==> src/rtl/sample_unpacker.sv <==
// Splits a 32-bit right-justified audio sample into a little-endian byte stream
// of 1, 2 or 4 bytes, selected by the size code latched at accept.
module sample_unpacker #(
  parameter int DATA_W = 32,
  parameter int BYTE_W = 8
) (
  input  logic              clk,
  input  logic              rst,
  input  logic [DATA_W-1:0] sample_in,
  input  logic [2:0]        sample_size,
  input  logic              sample_valid,
  output logic              sample_ready,
  output logic [BYTE_W-1:0] byte_out,
  output logic              byte_valid,
  input  logic              byte_ready,
  output logic              last_byte,
  output logic              busy,
  output logic              size_err
);

  localparam logic [0:0] S_IDLE = 1'b0;
  localparam logic [0:0] S_SEND = 1'b1;

  logic [0:0]        state;
  logic [DATA_W-1:0] held;
  logic [1:0]        count_m1;
  logic [1:0]        counter;
  logic [1:0]        next_cnt;
  logic              accept;
  logic              xfer;
  logic              code_ok;
  logic [1:0]        new_m1;
  logic [DATA_W-1:0] new_word;

  // Unused upper bits are zeroed at latch time so byte selection is a plain slice.
  always_comb begin
    code_ok  = 1'b1;
    new_m1   = 2'd0;
    new_word = sample_in;
    case (sample_size)
      3'd0: begin
        new_m1   = 2'd0;
        new_word = {{(DATA_W-8){1'b0}}, sample_in[7:0]};
      end
      3'd1: begin
        new_m1   = 2'd1;
        new_word = {{(DATA_W-12){1'b0}}, sample_in[11:0]};
      end
      3'd3: begin
        new_m1   = 2'd1;
        new_word = {{(DATA_W-16){1'b0}}, sample_in[15:0]};
      end
      3'd4: begin
        new_m1   = 2'd3;
        new_word = sample_in;
      end
      default: code_ok = 1'b0;
    endcase
  end

  assign sample_ready = !byte_valid || (byte_ready && last_byte);
  assign accept       = sample_valid && sample_ready;
  assign xfer         = byte_valid && byte_ready;
  assign next_cnt     = counter + 2'd1;
  assign busy         = (state == S_SEND);

  always_ff @(posedge clk) begin
    if (rst) begin
      state      <= S_IDLE;
      held       <= '0;
      count_m1   <= 2'd0;
      counter    <= 2'd0;
      byte_out   <= '0;
      byte_valid <= 1'b0;
      last_byte  <= 1'b0;
      size_err   <= 1'b0;
    end else begin
      size_err <= accept && !code_ok;
      // A valid accept can only coincide with the last-byte transfer, so reload wins.
      if (accept && code_ok) begin
        state      <= S_SEND;
        held       <= new_word;
        count_m1   <= new_m1;
        counter    <= 2'd0;
        byte_valid <= 1'b1;
        byte_out   <= new_word[BYTE_W-1:0];
        last_byte  <= (new_m1 == 2'd0);
      end else if (xfer) begin
        if (last_byte) begin
          state      <= S_IDLE;
          counter    <= 2'd0;
          byte_valid <= 1'b0;
          byte_out   <= '0;
          last_byte  <= 1'b0;
        end else begin
          counter   <= next_cnt;
          byte_out  <= held[{next_cnt, 3'b000} +: BYTE_W];
          last_byte <= (next_cnt == count_m1);
        end
      end
    end
  end

endmodule

==> config.mk <==
export PLATFORM = sky130hd
export DESIGN_NAME = sample_unpacker
export DESIGN_NICKNAME = d
export VERILOG_FILES = /design/src/rtl/sample_unpacker.sv
export SDC_FILE = /design/constraint.sdc
export NUM_CORES = 1
export LEC_CHECK = 0
export CORE_ASPECT_RATIO = 1.1
export CORE_MARGIN = 10
export CORE_UTILIZATION = 47
export CTS_CLUSTER_SIZE = 10
export DETAILED_ROUTE_END_ITERATION = 7
export PLACE_DENSITY = 0.79
export SETUP_SLACK_MARGIN = 0.1
export SYNTH_ARGS = -nofsm -noshare
export SYNTH_HDL_FRONTEND = slang
export SYNTH_SLANG_ARGS = --single-unit
==> constraint.sdc <==
create_clock -name clk -period 1.9 [get_ports clk]
set_input_delay 0.38 -clock clk [delete_from_list [all_inputs] [get_ports clk]]
set_output_delay 0.38 -clock clk [all_outputs]
set_load 0.01 [all_outputs]
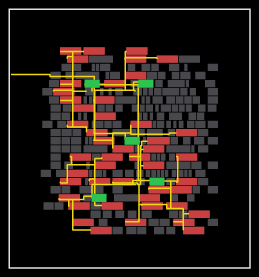
Fig. 1. Clock wires, drivers and flops (run 1).
Scale: 3 px per um.
legend:
  flip-flops:
    color: red
    count: 47
  clock wires:
    color: yellow
    length: 504 um
  cells driving clock nets:
    color: green
    count: 5
routed clock nets: 6

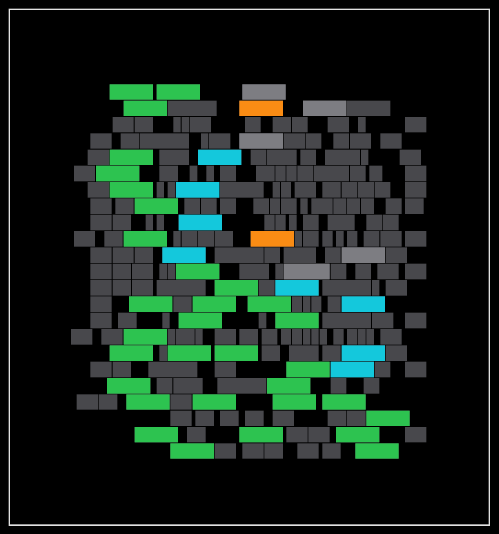
Fig. 2. Where the registers sit (run 1).
Scale: 6 px per um.
legend:
  `count_m1`:
    color: orange
    placed_flops: 2
  `held`:
    color: green
    placed_flops: 32
  `byte_out`:
    color: cyan
    placed_flops: 8
    where: middle
not colored: 5

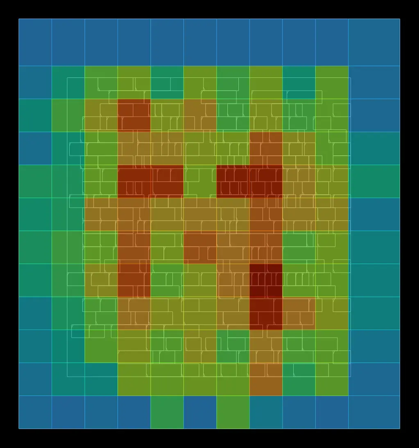
Fig. 3. Congestion heat map (run 1).
met2 GRT Util: 24.8%
DR WL/cell: 18.0 um
routing usage on met3: 6.05%
gr busiest metal: met2
GRT Total Usage: 15.1%

==> impl_metrics.py, run 1 <==
# Metrics from the implementation run
metrics = {
    "cells_and_area": {
        "inv_count": 1,
        "layout-area-overhead-vs-synth_pct": 43.0,
        "mostFrequentLayoutCells": "clkdlybuf4s50_1 (50), dfxtp_1 (46), nand2_1 (27)",
        "fillers": 288,
        "largestClassByArea": "registers",
        "sh_seq_area_pct": 35.7,
        "nClkBuffers": 5,
        "diodes": 0,
        "seq_area_um2": 942,
        "comb_area_share_pct": 32.4,
        "final-comb-area_um2": 855,
        "num-nonclk-buffers": 71,
        "layout.nonclk_buf_share_pct": 25.9,
    },
    "die": {
        "rows": 23,
        "core-area_mm2": 0.00371,
        "chipArea_mm2": 0.00684,
        "num_tap_cells": 50,
        "ios": 52,
        "initCoreUtil_pct": 49.7,
        "die_w_um": 79.8,
    },
    "critical_path": {
        "cp-startpoint": "busy$_SDFFE_PP0P_",
        "crit_buf_inv": 1,
        "crit_slowest_cell": "clkdlybuf4s50_1",
        "crit_chain": "clkdlybuf4s50_1",
        "rrSetupSlack_ns": 0.27,
        "r2r_end": "held[26]$_SDFFE_PP0P_",
        "endpoint": "busy",
        "critical_path_arrival_ns": 1.37,
    },
    "route": {
        "finalWirelength_um": 5150,
        "drc": 0,
        "dr.pass1.iters": 4,
        "vias": 1593,
    },
    "pwr": {
        "p_seq_mw": 1.06,
        "total_power_mw": 2.00,
        "pwr-share-comb_pct": 16.3,
        "powerClk_mw": 0.614,
    },
    "sta": {
        "setup_ws_ns": 0.152,
        "rsz0062_at_grt": "yes",
        "max-slew-margin-rel_pct": 58.6,
        "tightestPinTransition_ns": 0.621,
        "hold_viol": 0,
    },
    "synthesis": {
        "synth_cells": 168,
        "yosysSeqAreaShare_pct": 50.9,
        "fa_ha_area_share_pct": 0,
        "topCellsByArea": "dfxtp_1 (51%), a22o_1 (12%), mux4_2 (9.8%)",
        "mux_area_share_pct": 10.3,
        "synth_top_cell_by_count": "dfxtp_1",
        "top_area_share_pct": 50.9,
    },
    "global_route": {
        "grt_pass1_wl_um": 8210,
    },
    "run_status": {
        "run_status": "finished clean",
    },
    "placed_design": {
        "place_ws_ns": -0.107,
    },
    "cts": {
        "insertion_delay_ns": 0.31,
        "root_buffer": "clkbuf_8",
        "holdBufCountCts": 0,
    },
    "hold_path": {
        "hold_end": "held[4]$_SDFFE_PP0P_",
    },
    "flow_run": {
        "tool_warnings": 27,
    },
}
-- run 1: stage by stage --
stage / instances / cell area, um^2
global route: 286 / 2640
CTS: 286 / 2640
detailed placement: 278 / 2550
floorplan: 168 / 1850
finish: 286 / 2640
global placement: 278 / 2550
-- run 1: sequential cells by signal (all words and copies together), names as in the netlist --
name	cells
counter	2
held	32
count_m1	2
last_byte	1
byte_out	8
size_err	1
busy	1
-- run 1: worst reg2reg max path: stages (launching register included) --
cell and delay (ns):
dfxtp_1 0.47, a21bo_4 0.28, buf_4 0.15, a31oi_2 0.28, buf_4 0.24, a22o_1 0.16
-- run 1: repair_timing --
action | 4_1_cts | 5_1_grt
resized | 1 | 1
endpoints found under the setup margin | 1 | 2
buffers inserted | 0 | 0
## Run 2: what changed since run 1
Settings changed: CORE_ASPECT_RATIO 1.1 to not set.
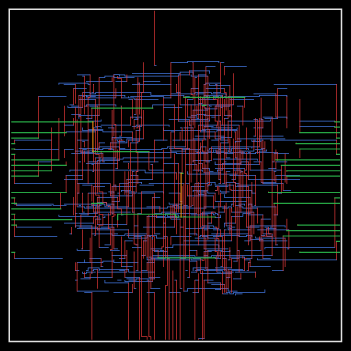
Fig. 4. Wiring by layer (run 2).
Scale: 4 px per um.
legend:
  met4:
    color: orange
    wire_length: 18.4 um
  met3:
    color: green
    wire_length: 393 um
  met2:
    color: red
    wire_length: 2460 um
  met1:
    color: blue
    wire_length: 2130 um
final wirelength: 5000 um
via count: 1603
DR WL/cell: 17.7 um
GRT Total Usage: 16.0%

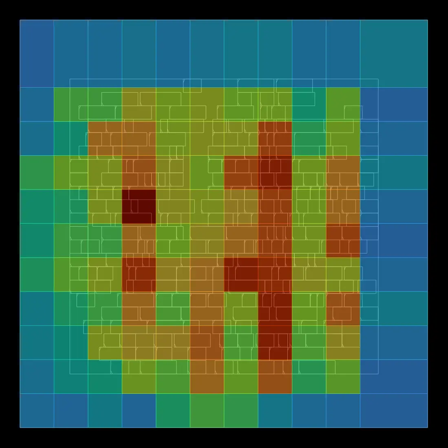
Fig. 5. Congestion heat map (run 2).
met2 GRT Util: 27.5%
routing usage on met3: 6.16%
post-layout util: 70.5%

==> run 2 against run 1 <==
Synthesized cell count stayed put. Total power is 1.5% lower. Clock power is 4.9% lower. Cell count is 1.0% lower. Die area hardly changed. Worst hold slack better by 0.0025 ns. Core utilization is 0.63 points lower. Flip-flop count stayed put. Maximum frequency is 0.50% higher. Largest cell class unchanged. Largest power group unchanged.
==> impl_metrics.py, run 2 <==
# Metrics from the implementation run
metrics = {
    "die": {
        "chipArea_mm2": 0.00684,
        "num_tap_cells": 48,
        "die_w_um": 82.7,
        "ios": 52,
        "initCoreUtil_pct": 49.3,
        "core-area_mm2": 0.00374,
        "rows": 22,
    },
    "cts": {
        "holdBufCountCts": 0,
        "cts_tree": "yes",
        "root_buffer": "clkbuf_8",
        "htree_num_levels": 2,
        "cts_setup_buffers": 0,
        "clock_path_buffers": 2,
        "insertion_delay_ns": 0.30,
        "cts-resized-gates": 1,
    },
    "sta": {
        "hold_viol": 0,
        "fmax_mhz": 575,
        "tightestPinTransition_ns": 0.578,
        "rsz0062_at_grt": "no",
        "setup_ws_ns": 0.160,
        "max-slew-margin-rel_pct": 61.4,
    },
    "critical_path": {
        "endpoint_kind": "primary output",
        "slowest_delay_ns": 0.44,
        "crit_slowest_cell": "clkdlybuf4s50_1",
        "crit_buf_inv": 2,
        "endpoint": "sample_ready",
        "critical_path_arrival_ns": 1.36,
        "worstSetupPathDepth": 3,
        "rrSetupSlack_ns": 0.35,
        "r2r_end": "counter[1]$_SDFFE_PP0P_",
        "crit_chain": "clkdlybuf4s50_1 -> a21bo_4 -> dlygate4sd2_1",
        "reg2reg_from": "busy$_SDFFE_PP0P_",
        "start_kind": "primary input",
        "cp-startpoint": "byte_ready",
    },
    "synthesis": {
        "xor_area_share_pct": 0.474,
        "fa_ha_area_share_pct": 0,
        "synth_top_cell_by_count": "dfxtp_1",
        "synth_cells": 168,
        "mux_area_share_pct": 10.3,
        "yosysSeqAreaShare_pct": 50.9,
        "top_area_share_pct": 50.9,
        "topCellsByArea": "dfxtp_1 (51%), a22o_1 (12%), mux4_2 (9.8%)",
        "numSynthFlops": 47,
    },
    "cells_and_area": {
        "layout.nonclk_buf_share_pct": 26.1,
        "fillers": 283,
        "num-nonclk-buffers": 70,
        "comb_area_share_pct": 32.4,
        "largestClassByArea": "registers",
        "sh_seq_area_pct": 35.7,
        "diodes": 0,
        "layout-area-overhead-vs-synth_pct": 43.0,
        "final-comb-area_um2": 855,
        "regMostFlops": "held",
        "seq_cells": 47,
        "seq_area_um2": 943,
        "layout.cells.non_filler": 283,
        "mostFrequentLayoutCells": "clkdlybuf4s50_1 (50), dfxtp_1 (45), nand2_1 (27)",
        "inv_count": 1,
        "nClkBuffers": 5,
        "largestRegisters": "held x32, byte_out x8",
        "design_area_mm2": 0.00264,
        "largest_register_ffs": 32,
    },
    "flow_run": {
        "tool_warnings": 26,
    },
    "hold_path": {
        "hold_start": "held[3]$_SDFFE_PP0P_",
        "hold_end": "held[3]$_SDFFE_PP0P_",
    },
    "route": {
        "routed_via_density": 5.66,
        "dr.pass1.iters": 4,
        "drc": 0,
    },
    "placed_design": {
        "place_ws_ns": -0.180,
        "port_buffers": 51,
        "dpl.cell_count": 275,
        "place_area_mm2": 0.00255,
    },
    "pwr": {
        "clockPowerShare_pct": 29.6,
        "seqPwrFrac_pct": 53.7,
        "pwr-share-comb_pct": 16.6,
        "cellPowerDensity_mw_per_mm2": 747,
        "total_power_mw": 1.97,
    },
    "run_status": {
        "run_status": "finished clean",
    },
    "global_route": {
        "grt_pass1_wl_um": 8470,
        "busiest_layer": "met2",
    },
}
## run 2: cell types whose count changed in the layout (fill, tap and decap cells not counted)
cell        change
buf_4           -2
clkinv_4        -2
a21boi_0        -1
a21boi_1        +1
buf_12          +1
clkinv_2        +1
clkinvlp_4      +1
dfxtp_1         -1
dfxtp_2         +1
## run 2: power groups by stage
stage | clock [mW] | sequential, mW | combinational, mW
floorplan | 0 | 1.08 | 0.133
global placement | 0 | 1.08 | 0.321
detailed placement | 0 | 1.08 | 0.330
CTS | 0.600 | 1.06 | 0.331
global route | 0.639 | 1.07 | 0.355
finish | 0.584 | 1.06 | 0.328
## run 2: cell families (layout without fill, tap and decap cells)
group	after synthesis	after routing
xor gates and xnor gates	1	1
DFF	47	47
buffers and inverters	12	79
muxes	9	9
and+or+nand+nor	47	47
AOI/OAI and AO/OA	52	52
## Run 3: what changed since run 2
Settings changed: CORE_UTILIZATION 47 to 49, CTS_BUF_LIST set to sky130_fd_sc_hd__clkbuf_2, PLACE_DENSITY 0.79 to 0.82.
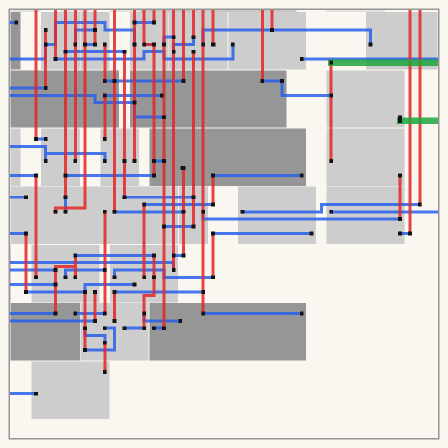
Fig. 6. Layout detail (run 3).
Window x 51 to 71, y 10 to 30 um. Cells in gray, sequential cells in the stronger gray; small squares are vias.
legend:
  met2:
    color: red
  met1:
    color: blue
  met3:
    color: green
most frequent: clkdlybuf4s50_1 (7), a21oi_1 (4), dfxtp_1 (4)
netlist names of flops here include: `held` (3), `byte_out` (1)
sequential cells in the window: 4
cells with their middle in the window: 22

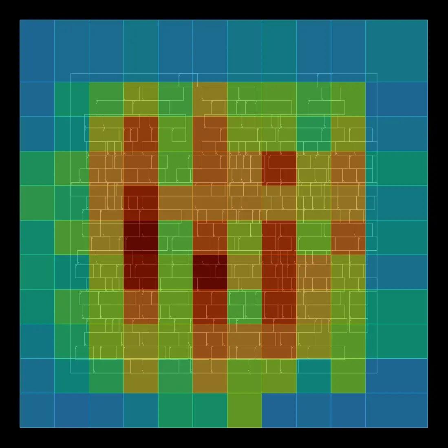
Fig. 7. Congestion heat map (run 3).
GRT Total Usage: 16.7%
routing usage on met3: 5.41%
met2 GRT Util: 29.4%
met1 Use GR: 18.5%

==> run 3 against run 2 <==
Maximum frequency grew 0.19%. Total power shrank 9.9%. Combinational power grew 6.7%.
==> impl_metrics.py, run 3 <==
# Metrics from the implementation run
metrics = {
    "run_status": {
        "run_status": "finished clean",
    },
    "placed_design": {
        "port_buffers": 51,
    },
    "global_route": {
        "grt_pass1_wl_um": 8630,
    },
    "synthesis": {
        "synth_top_cell_by_count": "dfxtp_1",
        "topCellsByArea": "dfxtp_1 (51%), a22o_1 (12%), mux4_2 (9.8%)",
        "fa_ha_area_share_pct": 0,
        "synth_cells": 168,
        "mux_area_share_pct": 10.3,
        "xor_area_share_pct": 0.474,
        "numSynthFlops": 47,
    },
    "hold_path": {
        "hold_end": "held[3]$_SDFFE_PP0P_",
        "hold_start": "held[3]$_SDFFE_PP0P_",
    },
    "die": {
        "core-area_mm2": 0.00366,
        "initCoreUtil_pct": 50.4,
        "chipArea_mm2": 0.00662,
        "die_w_um": 81.4,
        "ios": 52,
    },
    "pwr": {
        "cellPowerDensity_mw_per_mm2": 673,
        "total_power_mw": 1.78,
    },
    "route": {
        "finalWirelength_um": 5290,
        "drc": 0,
        "vias": 1650,
        "dr.pass1.iters": 4,
        "routed_via_density": 5.71,
    },
    "sta": {
        "hold_viol": 0,
        "tightestPinTransition_ns": 0.334,
        "rsz0062_at_grt": "no",
        "setup_ws_ns": 0.164,
    },
    "critical_path": {
        "crit_buf_inv": 2,
        "worstSetupPathDepth": 3,
        "endpoint_kind": "primary output",
        "cp-startpoint": "byte_ready",
        "critical_path_arrival_ns": 1.36,
        "rrSetupSlack_ns": 0.30,
        "endpoint": "sample_ready",
    },
    "cells_and_area": {
        "regMostFlops": "held",
        "utilization_pct": 72.1,
        "largestClassByArea": "registers",
        "num-nonclk-buffers": 77,
        "mostFrequentLayoutCells": "clkdlybuf4s50_1 (47), dfxtp_1 (42), nand2_1 (27)",
        "fillers": 269,
        "inv_count": 1,
        "diodes": 0,
        "largest_register_ffs": 32,
        "final-comb-area_um2": 855,
        "comb_area_share_pct": 32.4,
        "layout.nonclk_buf_share_pct": 27.9,
        "seq_area_um2": 952,
    },
    "flow_run": {
        "tool_warnings": 26,
    },
    "cts": {
        "cts_tree": "yes",
        "root_buffer": "clkbuf_2",
        "insertion_delay_ns": 0.40,
    },
}
[run 3: cell types whose count changed in the layout (fill, tap and decap cells not counted), moves of 2 or more]
| cell | change |
|---|---|
| clkbuf_8 | -5 |
| clkdlybuf4s50_1 | -3 |
| buf_4 | +8 |
| dfxtp_4 | +2 |
| clkbuf_2 | +5 |
| clkinvlp_4 | -2 |
| dfxtp_1 | -3 |
| dlymetal6s2s_1 | +3 |
[run 3: power by group]
part	switching, mW	total, mW	leakage [nW]	internal [mW]
combinational	0.146	0.350	0.685	0.204
clock	0.291	0.369	0.0262	0.0779
sequential	0.0268	1.06	0.385	1.03
total	0.463	1.78	1.10	1.31
Power and IR drop assume default switching activity.
